--- src/rtl/multicycle_control_unit.sv ---
// ---------------------------------------------------------------------------
// multicycle_control_unit
// Control FSM for the multicycle datapath. It decodes the instruction register
// and the condition flags, then steps through the fetch, decode and execute
// states for ARM-style data-processing, LDR/STR and B/BL instructions.
//
// Ports
//   clock        rising-edge clock
//   reset        asynchronous, active-high; forces FETCH
//   INSTRUCTION  IR contents from the datapath
//   FLAGS        {N,Z,C,V} from the datapath
//   A3Src, AdrSrc, FlagUpdate, IRWrite, MemWrite, PCWrite, RegWrite, WD3Src
//                1-bit datapath controls
//   ALUSrcA, ALUSrcB, ResultSrc, RegSrc  2-bit datapath mux selects
//   ALUop, ShiftType                     3-bit ALU and shifter controls
//   state        current state code, for debug
//   illegal      1-cycle pulse in DECODE when op=11
//
// Outputs are Moore: they are decoded from the registered state only. The IR
// operand fields they use are stable from DECODE onwards.
// ---------------------------------------------------------------------------
module multicycle_control_unit (
   input  logic        clock,
   input  logic        reset,
   input  logic [31:0] INSTRUCTION,
   input  logic [3:0]  FLAGS,
   output logic        A3Src,
   output logic        AdrSrc,
   output logic        FlagUpdate,
   output logic        IRWrite,
   output logic        MemWrite,
   output logic        PCWrite,
   output logic        RegWrite,
   output logic        WD3Src,
   output logic [1:0]  ALUSrcA,
   output logic [1:0]  ALUSrcB,
   output logic [1:0]  ResultSrc,
   output logic [1:0]  RegSrc,
   output logic [2:0]  ALUop,
   output logic [2:0]  ShiftType,
   output logic [3:0]  state,
   output logic        illegal
);

   typedef enum logic [3:0] {
      StFetch    = 4'd0,
      StDecode   = 4'd1,
      StMemAdr   = 4'd2,
      StMemRead  = 4'd3,
      StMemWb    = 4'd4,
      StMemWrite = 4'd5,
      StExecR    = 4'd6,
      StExecI    = 4'd7,
      StAluWb    = 4'd8,
      StBranch   = 4'd9
   } state_e;

   state_e state_q, state_d;

   // Instruction fields
   logic [3:0] cond;
   logic [1:0] op;
   logic       i_bit;
   logic [3:0] cmd;
   logic       s_bit;
   logic       link;
   logic [1:0] sh;

   assign cond  = INSTRUCTION[31:28];
   assign op    = INSTRUCTION[27:26];
   assign i_bit = INSTRUCTION[25];
   assign cmd   = INSTRUCTION[24:21];
   assign s_bit = INSTRUCTION[20];
   assign link  = INSTRUCTION[24];
   assign sh    = INSTRUCTION[6:5];

   // Register numbers and immediates are consumed by the datapath, not here.
   logic unused_instr;
   assign unused_instr = ^{INSTRUCTION[19:7], INSTRUCTION[4:0]};

   logic flag_n, flag_z, flag_c, flag_v;
   assign {flag_n, flag_z, flag_c, flag_v} = FLAGS;

   // Condition evaluation
   logic cond_pass;
   always_comb begin
      cond_pass = 1'b0;
      case (cond)
         4'b0000: cond_pass = flag_z;
         4'b0001: cond_pass = ~flag_z;
         4'b0010: cond_pass = flag_c;
         4'b0011: cond_pass = ~flag_c;
         4'b0100: cond_pass = flag_n;
         4'b0101: cond_pass = ~flag_n;
         4'b0110: cond_pass = flag_v;
         4'b0111: cond_pass = ~flag_v;
         4'b1000: cond_pass = flag_c & ~flag_z;
         4'b1001: cond_pass = ~flag_c | flag_z;
         4'b1010: cond_pass = (flag_n == flag_v);
         4'b1011: cond_pass = (flag_n != flag_v);
         4'b1100: cond_pass = ~flag_z & (flag_n == flag_v);
         4'b1101: cond_pass = flag_z | (flag_n != flag_v);
         4'b1110: cond_pass = 1'b1;
         default: cond_pass = 1'b0;
      endcase
   end

   // ALU operation by cmd; 111 marks an unsupported cmd (executed as a NOP)
   logic [2:0] dp_aluop;
   logic       dp_supported;
   logic       is_cmp;
   always_comb begin
      dp_aluop = 3'b111;
      case (cmd)
         4'b0000: dp_aluop = 3'b100;
         4'b0010: dp_aluop = 3'b001;
         4'b0100: dp_aluop = 3'b000;
         4'b1010: dp_aluop = 3'b001;
         4'b1100: dp_aluop = 3'b101;
         4'b1101: dp_aluop = 3'b110;
         default: dp_aluop = 3'b111;
      endcase
   end

   assign dp_supported = (dp_aluop != 3'b111);
   assign is_cmp       = (cmd == 4'b1010);

   // Next-state logic
   always_comb begin
      state_d = StFetch;
      case (state_q)
         StFetch: state_d = StDecode;
         StDecode: begin
            if (!cond_pass || op == 2'b11) begin
               state_d = StFetch;
            end else begin
               case (op)
                  2'b01:   state_d = StMemAdr;
                  2'b10:   state_d = StBranch;
                  default: state_d = i_bit ? StExecI : StExecR;
               endcase
            end
         end
         StMemAdr:   state_d = s_bit ? StMemRead : StMemWrite;
         StMemRead:  state_d = StMemWb;
         StMemWb:    state_d = StFetch;
         StMemWrite: state_d = StFetch;
         StExecR,
         StExecI:    state_d = is_cmp ? StFetch : StAluWb;
         StAluWb:    state_d = StFetch;
         StBranch:   state_d = StFetch;
         default:    state_d = StFetch;
      endcase
   end

   always_ff @(posedge clock or posedge reset) begin
      if (reset) begin
         state_q <= StFetch;
      end else begin
         state_q <= state_d;
      end
   end

   assign state = state_q;

   // Moore output decode
   always_comb begin
      A3Src      = 1'b0;
      AdrSrc     = 1'b0;
      FlagUpdate = 1'b0;
      IRWrite    = 1'b0;
      MemWrite   = 1'b0;
      PCWrite    = 1'b0;
      RegWrite   = 1'b0;
      WD3Src     = 1'b0;
      ALUSrcA    = 2'b00;
      ALUSrcB    = 2'b00;
      ResultSrc  = 2'b00;
      RegSrc     = 2'b00;
      ALUop      = 3'b000;
      ShiftType  = 3'b111;
      illegal    = 1'b0;
      case (state_q)
         StFetch: begin
            IRWrite   = 1'b1;
            PCWrite   = 1'b1;
            ALUSrcB   = 2'b11;
            ResultSrc = 2'b10;
            RegSrc    = 2'b10;
         end
         StDecode: begin
            ResultSrc = 2'b10;
            RegSrc    = {op == 2'b01, op == 2'b10};
            illegal   = (op == 2'b11);
         end
         StMemAdr: begin
            ALUSrcA = 2'b01;
            ALUSrcB = 2'b01;
            RegSrc  = 2'b10;
         end
         StMemRead: begin
            AdrSrc  = 1'b1;
            ALUSrcA = 2'b01;
            ALUSrcB = 2'b01;
            RegSrc  = 2'b10;
         end
         StMemWb: begin
            AdrSrc    = 1'b1;
            RegWrite  = 1'b1;
            ResultSrc = 2'b01;
            ALUSrcA   = 2'b01;
            ALUSrcB   = 2'b01;
            RegSrc    = 2'b10;
         end
         StMemWrite: begin
            AdrSrc   = 1'b1;
            MemWrite = 1'b1;
            RegSrc   = 2'b10;
         end
         StExecR: begin
            ALUSrcA    = 2'b10;
            ALUSrcB    = 2'b00;
            ShiftType  = {1'b0, sh};
            ALUop      = dp_aluop;
            FlagUpdate = s_bit | is_cmp;
         end
         StExecI: begin
            ALUSrcA    = 2'b10;
            ALUSrcB    = 2'b01;
            ALUop      = dp_aluop;
            FlagUpdate = s_bit | is_cmp;
         end
         StAluWb: begin
            RegWrite  = dp_supported;
            ALUSrcA   = 2'b01;
            ResultSrc = 2'b00;
         end
         StBranch: begin
            PCWrite   = 1'b1;
            ALUSrcA   = 2'b01;
            ALUSrcB   = 2'b10;
            ResultSrc = 2'b10;
            RegSrc    = 2'b01;
            // BL: LR <- PC+4
            RegWrite  = link;
            A3Src     = link;
            WD3Src    = link;
         end
         default: begin
         end
      endcase
   end

endmodule

--- config.mk ---
export PLATFORM = sky130hd
export DESIGN_NAME = multicycle_control_unit
export DESIGN_NICKNAME = d
export VERILOG_FILES = /design/src/rtl/multicycle_control_unit.sv
export SDC_FILE = /design/constraint.sdc
export NUM_CORES = 1
export LEC_CHECK = 0
export ABC_AREA = 1
export CAP_MARGIN = 20
export CORE_MARGIN = 3
export CORE_UTILIZATION = 35
export DETAILED_ROUTE_END_ITERATION = 6
export GPL_ROUTABILITY_DRIVEN = 0
export GPL_TIMING_DRIVEN = 1
export PLACE_DENSITY = 0.85
export SKIP_CTS_REPAIR_TIMING = 1
export SYNTH_ARGS = -nofsm -noshare
export SYNTH_HDL_FRONTEND = slang
export SYNTH_SLANG_ARGS = --single-unit
--- constraint.sdc ---
create_clock -name clock -period 2.5 [get_ports clock]
set_input_delay 0.5 -clock clock [delete_from_list [all_inputs] [get_ports clock]]
set_output_delay 0.5 -clock clock [all_outputs]
set_load 0.02 [all_outputs]
run_1/port_nets.png
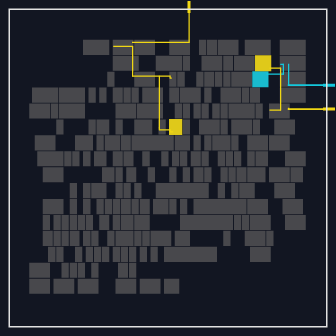
Key: cyan = `RegWrite` [bits 1, direction output, edge right, end cells 1, buffers 1, wire 14.7 um]; yellow = `ALUSrcA` [bits 2, direction output, edge 1 right, 1 top, end cells 2, buffers 2, wire 59.2 um]

run_1/zoom.png
Window x 12 to 42, y 12 to 42 um. Cells in gray, sequential cells in the stronger gray; small squares are vias.
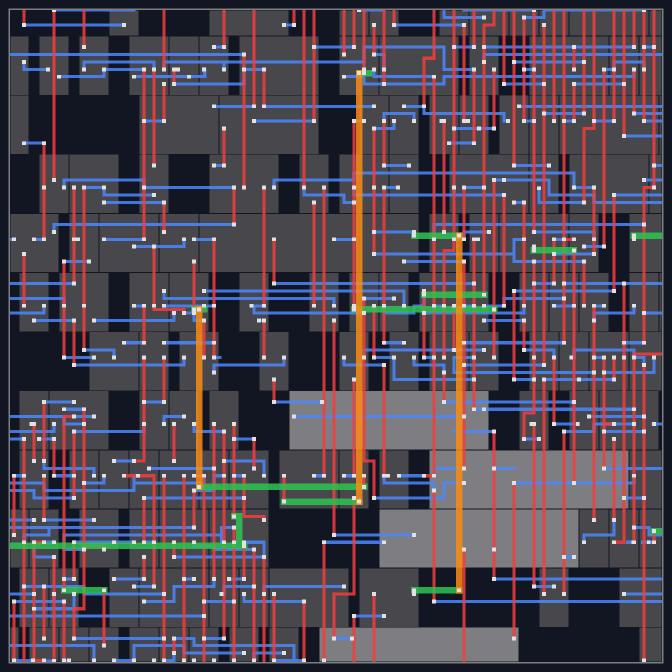
Key: green = met3; red = met2; blue = met1; orange = met4
Netlist names of flops here include `state` (4). 114 logic cells have their middle in the window. Sequential cells in the window: 4. Most frequent: nand2_1 (24), nor2_1 (20), inv_1 (18).

run_1/drive_strength.png
The bar under the picture is 20 um long.
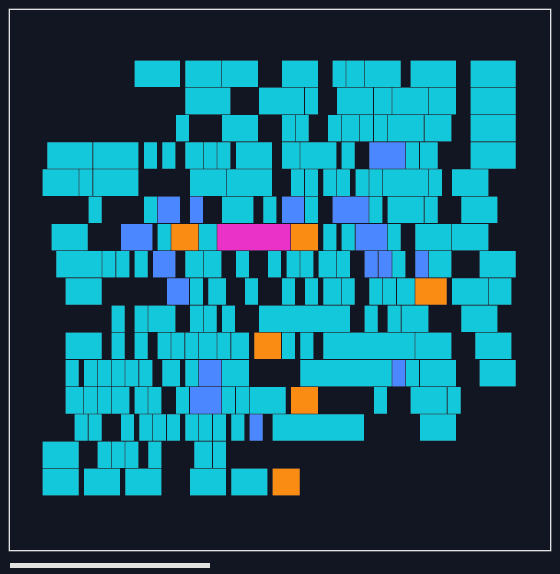
Key: magenta = drive 6 and up [cells 1, share 0.50%, most used nor2_8]; cyan = drive 1 or less [cells 176, share 88%, most used nand2_1]; orange = drive 3 to 4 [cells 6, share 3.0%, most used clkbuf_4]; blue = drive 2 [cells 16, share 8.0%, most used inv_2]

==> run summary, run 1 <==
Observations from the implementation run.

Detailed routing:
- The run gives the remaining antenna violation count after routing as 0.
- Signal routing reaches up to met4.
- The run puts the post-detailed-route wirelength per cell at approximately 12 um.
- The run puts the total via count after detailed routing at roughly 1100.

Final layout:
- Measured on the final layout, the clock distribution area share stands at 0.0167.
- There are 4 flip-flops and latches.
- Per the cell usage report, the commonest logic cell in the layout is nand2_1.
- The run gives the share of the final layout cell area in multi-input gates as 0.412.
- The run puts the layout inverter count without the clock tree at 36.
- Compared with the post-synthesis result, the final layout area differs by 67.1%.
- The run gives the post-layout instance count excluding filler cells as between 200 and 250.
- The run gives the final net count as approximately 240.
- The run puts the proportion of layout cells with a drive suffix above 1 at 0.116.
- The run puts the count of clock-net buffers in the final layout at 3.
- The run gives the storage element area as ~100 sq um.
- The run gives the layout buffering overhead excluding clock cells as 0.372.

Logic synthesis:
- The run puts the register bit total from synthesis at 4.
- Synthesis produced a netlist whose cell count is 151.
- The run gives the net count of the mapped netlist as approximately 190.
- For reference, the top cells by count after synthesis are nand2_1 (39), inv_1 (28), nor2_1 (27).
- The run gives the number of flops mapped to enable cells by yosys as 0.
- Yosys instantiated no cell more often than nand2_1.
- In the synthesized netlist, the dominant kind of combinational cell is simple AND/OR/NAND/NOR gates.
- The stat command in Yosys gives a chip area of about 810 sq um.
- The run puts the total standard cell area after synthesis at around 810 sq um.
- The run gives the number of distinct library cells after synthesis as 24.
- Of the post-synthesis cell area, the dominant cell type holds 0.182.
- The run puts the number of standard cells reported by yosys at around 150.
- Ranked by total cell area, the synthesized netlist is headed by nand2_1 (18%), inv_1 (13%), nor2_1 (13%).

STA:
- Across the routed clock network, the largest skew measured is 0.00388 ns.
- Setup repair after global routing could not meet its margin everywhere.
- The clock period could shrink to 2.48 ns.
- The run puts the part of the cycle the worst path needs at 0.993.
- The run gives the final-report hold violation count as 0.
- For the final routed database, the setup TNS stands at 0 ns.

Pwr:
- The run gives the combinational cell fraction of total power as 0.819.
- The run puts the relative contribution of sequential cells to total power at 0.108.
- Cell internal power was estimated by the tool at 0.000546 W.
- The run puts the power per cell area at around 840 nW/um^2.
- Switching power as a fraction of the total was reported as 0.518.
- Combinational power for this build is 0.000927 W.
- In this run the static leakage power is 0.823 nW.
- Looking at the VDD voltage map, the peak drop is 0.499 mV.

Setup path:
- Data on the critical path arrives at its endpoint at 1.98 ns.
- Among cell families on the critical path, the largest total delay comes from buffers and inverters.
- In this run the worst setup path begins at INSTRUCTION[23].
- The run gives the kind of end point of the critical path as an output port.
- The run gives the maximum fanout along the worst path as 4.
- The run gives the startpoint type of the worst setup path as an input pin.
- The run gives the logic depth of the worst path, buffers included as 6.
- The run gives the endpoint required time on the critical path as around 2 ns.

Die:
- The run gives the cell row count as 16.
- The run puts the total number of tap cells at 27.
- In this run the count of I/O pins placed on the die edge is between 60 and 70.
- The run gives the area of the placeable core as ~2100 sq um.

Job:
- The run puts the warning total across the stage logs at between 40 and 50.
- Across the run, the number of max-cap violations was 0.

Clock tree:
- Clock tree synthesis found a total of 4 sinks.
- At the later pin of the worst-skew pair, clock insertion delay measures ~0.24 ns.
- The run puts the level count of the clock H-tree at 1.

Hold path:
- The tightest min-delay check is of the input pin to async pin type.

Global route:
- The run puts the number of global-route vias before repair at ~990.
- The run puts the fraction of met2 tracks used by global routing at 0.335.
- The run gives the global-route total usage across every layer as 0.177.

Placement:
- The run puts the total half-perimeter wirelength after legalization and detailed placement at 2090 um.
- The placed instances occupy a cell area of 1290 sq um.

Run status:
- The run finished with clean final reports.
run_1/metal_stack.png
The bar under the picture is 20 um long.
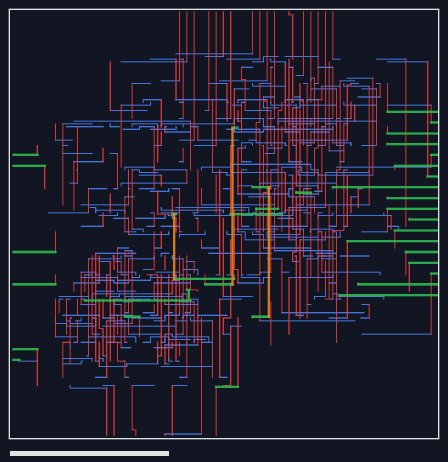

--- run 2 (diff from run 1) ---
--- a/config.mk
+++ b/config.mk
@@ -13,6 +13,7 @@
 export GPL_ROUTABILITY_DRIVEN = 0
 export GPL_TIMING_DRIVEN = 1
 export PLACE_DENSITY = 0.85
+export RECOVER_POWER = 25
 export SKIP_CTS_REPAIR_TIMING = 1
 export SYNTH_ARGS = -nofsm -noshare
 export SYNTH_HDL_FRONTEND = slang
run_2/metal_stack.png
The bar under the picture is 20 um long.
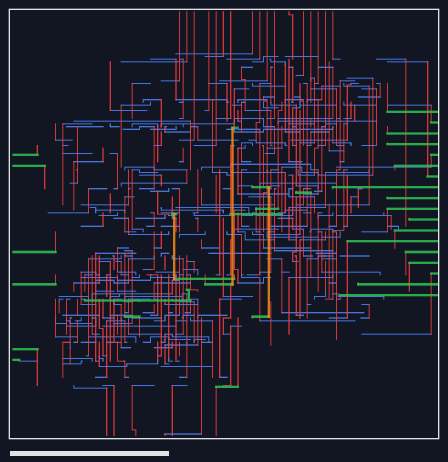
Key: blue = met1 [wire length 1020 um]; red = met2 [wire length 1370 um]; orange = met4 [wire length 44.2 um]; green = met3 [wire length 170 um]

run_2/port_nets.png
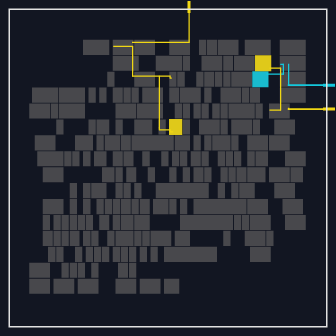
Key: yellow = `ALUSrcA` [bits 2, direction output, edge 1 right, 1 top, end cells 2, buffers 2, wire 59.2 um]; cyan = `RegWrite` [bits 1, direction output, edge right, end cells 1, buffers 1, wire 14.7 um]

==> run 2 against run 1 <==
Register-to-register slack about the same; area after synthesis unchanged; design area unchanged; clock skew unchanged.
==> run summary, run 2 <==
Observations from the implementation run.

STA:
- The part of the cycle the worst path needs was 0.993 (unchanged).
- The run gives the count of final max-slew check failures as 0.
- The run gives the time the final worst path needs with I/O delays and setup as 2.48 ns (unchanged).
- The run puts the final-report hold violation count at 0 (unchanged).
- The run gives the worst clock skew as 0.00388 ns (unchanged).
- The setup TNS was 0 ns (unchanged).
- Setup repair after global routing could not meet its margin everywhere.

Global route:
- On met1, the global router reports a usage of 0.189.
- The run puts the global-route total usage across every layer at 0.177 (unchanged).
- The run gives the fraction of met2 tracks used by global routing as 0.335 (unchanged).
- The run gives the maximum number of pins on one net before global-route repair as 8.
- The number of global-route vias before repair is 992 (unchanged).
- For this run, global-route usage on met3 was measured as 0.0277.

Clock tree:
- The level count of the clock H-tree is 1 (unchanged).
- The run gives the clock insertion delay at the later pin of the skew report as 0.24 ns (about the same).
- The sink count of the clock tree was 4 (unchanged).

Final layout:
- The share of the final layout cell area in multi-input gates came to 0.412 (unchanged).
- The run puts the layout buffering overhead excluding clock cells at 0.372 (unchanged).
- The clock network contribution to total cell area is 0.0167 (unchanged).
- The run puts the final net count at 243 (unchanged).
- The area growth from synthesis to layout came to 67.1% (unchanged).
- The library cell used most frequently in the layout, excluding fill and tap cells, is nand2_1.
- The post-layout instance count excluding filler cells came to 226 (unchanged).
- The storage element area was 100 sq um (unchanged).
- The run puts the proportion of layout cells with a drive suffix above 1 at 0.116 (unchanged).
- The run gives the number of logic gates as between 100 and 150.
- The count of clock-net buffers in the final layout came to 3 (unchanged).
- The flip-flop and latch count is 4 (unchanged).
- The run puts the layout inverter count without the clock tree at 36 (unchanged).

Logic synthesis:
- The number of standard cells reported by yosys is 151 (unchanged).
- The run gives the number of distinct library cells after synthesis as 24 (unchanged).
- The run puts the synthesized netlist cell count at 151 (unchanged).
- The run puts the register bit total from synthesis at 4 (unchanged).
- Per the post-synthesis stats, the area per cell is ~5.3 sq um.
- The run puts the xor/xnor cell area share of the yosys netlist at 0.
- The run gives the area share of the largest cell type after synthesis as 0.182 (unchanged).
- The number of flops mapped to enable cells by yosys came to 0 (unchanged).
- The run puts the net count of the mapped netlist at 193 (unchanged).
- The most frequently used library cell after synthesis is nand2_1.
- Sorting the synthesized cells by area gives the leading types as nand2_1 (18%), inv_1 (13%), nor2_1 (13%).
- The run gives the most area-hungry cell type in the Yosys netlist as nand2_1.
- The run puts the total standard cell area after synthesis at 806 sq um (unchanged).
- The run puts the post-synthesis chip area from yosys at 806 sq um (unchanged).
- For reference, the top cells by count after synthesis are nand2_1 (39), inv_1 (28), nor2_1 (27).
- Among the non-sequential cells, simple AND/OR/NAND/NOR gates take the most area.

Detailed routing:
- The run puts the length of routed met2 wiring at around 1400 um.
- The run puts the post-detailed-route wirelength per cell at 11.5 um (about the same).
- The remaining antenna violation count after routing came to 0 (unchanged).
- The total via count after detailed routing was 1090 (unchanged).
- The run gives the highest routed metal layer as met4.
- The run gives the iteration count of the initial detailed-routing pass as 4.
- The run puts the mean number of vias per cell at about 4.8.

Setup path:
- The most critical setup path has its startpoint at INSTRUCTION[23].
- The run gives the maximum fanout along the worst path as 4 (unchanged).
- The run gives the startpoint type of the worst setup path as an input pin.
- The worst endpoint data arrival time was 1.98 ns (about the same).
- The run puts the delay of the slowest cell on the worst path at between 0.6 and 0.7 ns.
- The run gives the cell type group with the largest total delay on the critical path as buffers and inverters.
- The endpoint required time on the critical path came to 2.00 ns (about the same).
- The run gives the kind of end point of the critical path as an output port.
- The logic depth of the worst path, buffers included came to 6 (unchanged).

Job:
- The run puts the tally of max-capacitance violations at 0 (unchanged).
- The warning total across the stage logs is 48 (unchanged).

Run status:
- The flow ran to the end, and the final reports show no timing, DRC or antenna violations.

Pwr:
- The run puts the relative contribution of sequential cells to total power at 0.108 (about the same).
- Summed over all sequential cells, the power is between 0.0001 and 0.00015 W.
- The run gives the combinational cell fraction of total power as 0.818 (about the same).
- The run puts the worst IR drop on VDD at 0.499 mV (about the same).
- The run gives the switching power as a share of total power as 0.519 (+0.00162).
- The run gives the power per cell area as 838 nW/um^2 (-0.38%).
- The run puts the internal power of the cells at 0.000542 W (-0.72%).
- The run puts the combinational group power at 0.000923 W (-0.4%).
- The total leakage power came to 0.829 nW (+0.81%).

Die:
- The cell row count was 16 (unchanged).
- The run puts the total number of tap cells at 27 (unchanged).
- The run puts the area of the placeable core at 2060 sq um (unchanged).
- The run gives the total I/O pin count as 65 (unchanged).

Placement:
- The run puts the number of placed instances, taps included at around 220.
- The run gives the cell area after placement as 1290 sq um (unchanged).
- The total half-perimeter wirelength after legalization and detailed placement is 2090 um (unchanged).
- The run gives the post-placement worst setup slack as -0.227 ns.

Hold path:
- In this run the worst hold path is classified as input pin to async pin.
run_2/final_clocks.png
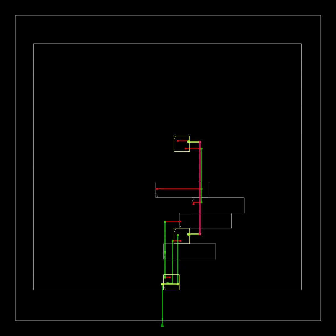

--- run 3 (diff from run 2) ---
--- a/config.mk
+++ b/config.mk
@@ -8,11 +8,11 @@
 export ABC_AREA = 1
 export CAP_MARGIN = 20
 export CORE_MARGIN = 3
-export CORE_UTILIZATION = 35
+export CORE_UTILIZATION = 49
 export DETAILED_ROUTE_END_ITERATION = 6
+export DONT_BUFFER_PORTS = 1
 export GPL_ROUTABILITY_DRIVEN = 0
 export GPL_TIMING_DRIVEN = 1
-export PLACE_DENSITY = 0.85
 export RECOVER_POWER = 25
 export SKIP_CTS_REPAIR_TIMING = 1
 export SYNTH_ARGS = -nofsm -noshare
run_3/final_clocks.png
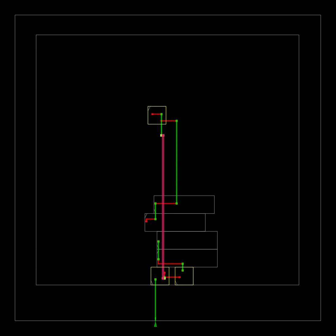
worst-case clock skew: 0.00581 ns
Latency at later pin: 0.24 ns

==> run 3 against run 2 <==
Global-route usage decreased by 1.6 points; utilization is 8.4 points lower; worst hold slack got worse by 0.56 ns; worst setup slack better by 0.21 ns; sequential share of layout area is 4.1 points higher; flip-flop count stayed put; register-to-register slack got worse by 0.08 ns; design area fell by 36%; clock power fell by 2.6%; largest cell class unchanged; largest power group unchanged; highest routed layer unchanged.
==> run summary, run 3 <==
Observations from the implementation run.

Run status:
- The flow ran to the end, and the final reports show no timing, DRC or antenna violations.

Pwr:
- The run puts the worst IR drop on VDD at 0.380 mV (-24%).
- The run gives the total leakage power as 0.519 nW (-37%).
- The run puts the relative contribution of sequential cells to total power at 0.179 (+0.071).
- The run puts the switching power as a share of total power at 0.630 (+0.110).
- The combinational cell fraction of total power is 0.723 (-0.095).
- The run puts the sequential group power at 0.000149 W (+22%).

Global route:
- The fraction of met2 tracks used by global routing came to 0.310 (-0.0242).

Logic synthesis:
- The run gives the synthesized netlist cell count as 151 (unchanged).
- In the post-synthesis netlist, the biggest area contributors are nand2_1 (18%), inv_1 (13%), nor2_1 (13%).
- The total standard cell area after synthesis is 806 sq um (unchanged).
- The run gives the number of distinct library cells after synthesis as 24 (unchanged).
- After synthesis, the most frequently instantiated cells are nand2_1 (39), inv_1 (28), nor2_1 (27).
- The run gives the net count of the mapped netlist as 193 (unchanged).
- The run gives the xor/xnor cell area share of the yosys netlist as 0 (unchanged).
- The number of standard cells reported by yosys was 151 (unchanged).
- The run puts the number of flops mapped to enable cells by yosys at 0 (unchanged).
- The run puts the synthesized area divided by synthesized cell count at 5.34 sq um (unchanged).
- The area share of the largest cell type after synthesis came to 0.182 (unchanged).

Final layout:
- Compared with the post-synthesis result, the final layout area differs by 7.61%.
- The run puts the storage element area at 100 sq um (unchanged).
- The run puts the layout buffering overhead excluding clock cells at 0.0519 (-0.320).
- The run puts the post-layout instance count excluding filler cells at 173 (-23%).
- The run puts the count of clock-net buffers in the final layout at 3 (unchanged).
- The run puts the proportion of layout cells with a drive suffix above 1 at 0.153 (+0.0373).
- The clock network contribution to total cell area came to 0.0260 (+0.00925).

Placement:
- The run puts the cell area after placement at 845 sq um (-34%).
- The run gives the total half-perimeter wirelength after legalization and detailed placement as 1510 um (-28%).

Detailed routing:
- The iteration count of the initial detailed-routing pass came to 4 (unchanged).
- The run puts the length of routed met2 wiring at 866 um (-37%).

Hold path:
- The worst hold path belongs to the class input pin to async pin.

Die:
- The run puts the area of the placeable core at 1520 sq um (-26%).
- The total I/O pin count was 65 (unchanged).

Setup path:
- The run puts the logic depth of the worst path, buffers included at 5 (-1).
- The run puts the maximum fanout along the worst path at 6 (+2).
- Per STA, the startpoint of the critical path is state[3]$_DFF_PP0_.
- The run gives the kind of end point of the critical path as an output port.

Clock tree:
- The run gives the sink count of the clock tree as 4 (unchanged).
- The run gives the level count of the clock H-tree as 1 (unchanged).

STA:
- The run gives the count of final max-slew check failures as 0 (unchanged).
- The run puts the setup TNS at 0 ns (unchanged).
- Setup repair after global routing left no endpoint under its margin.
run_3/port_nets.png
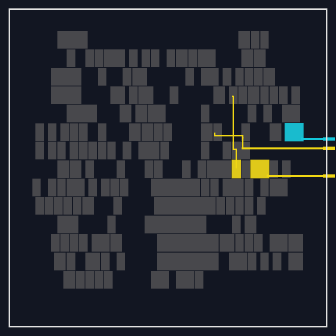
Key: yellow = `ALUSrcA` [bits 2, direction output, edge right, end cells 2, buffers 1, wire 37.7 um]; cyan = `RegWrite` [bits 1, direction output, edge right, end cells 1, buffers 0, wire 3.30 um]

Power is estimated from default activity; no workload was simulated.
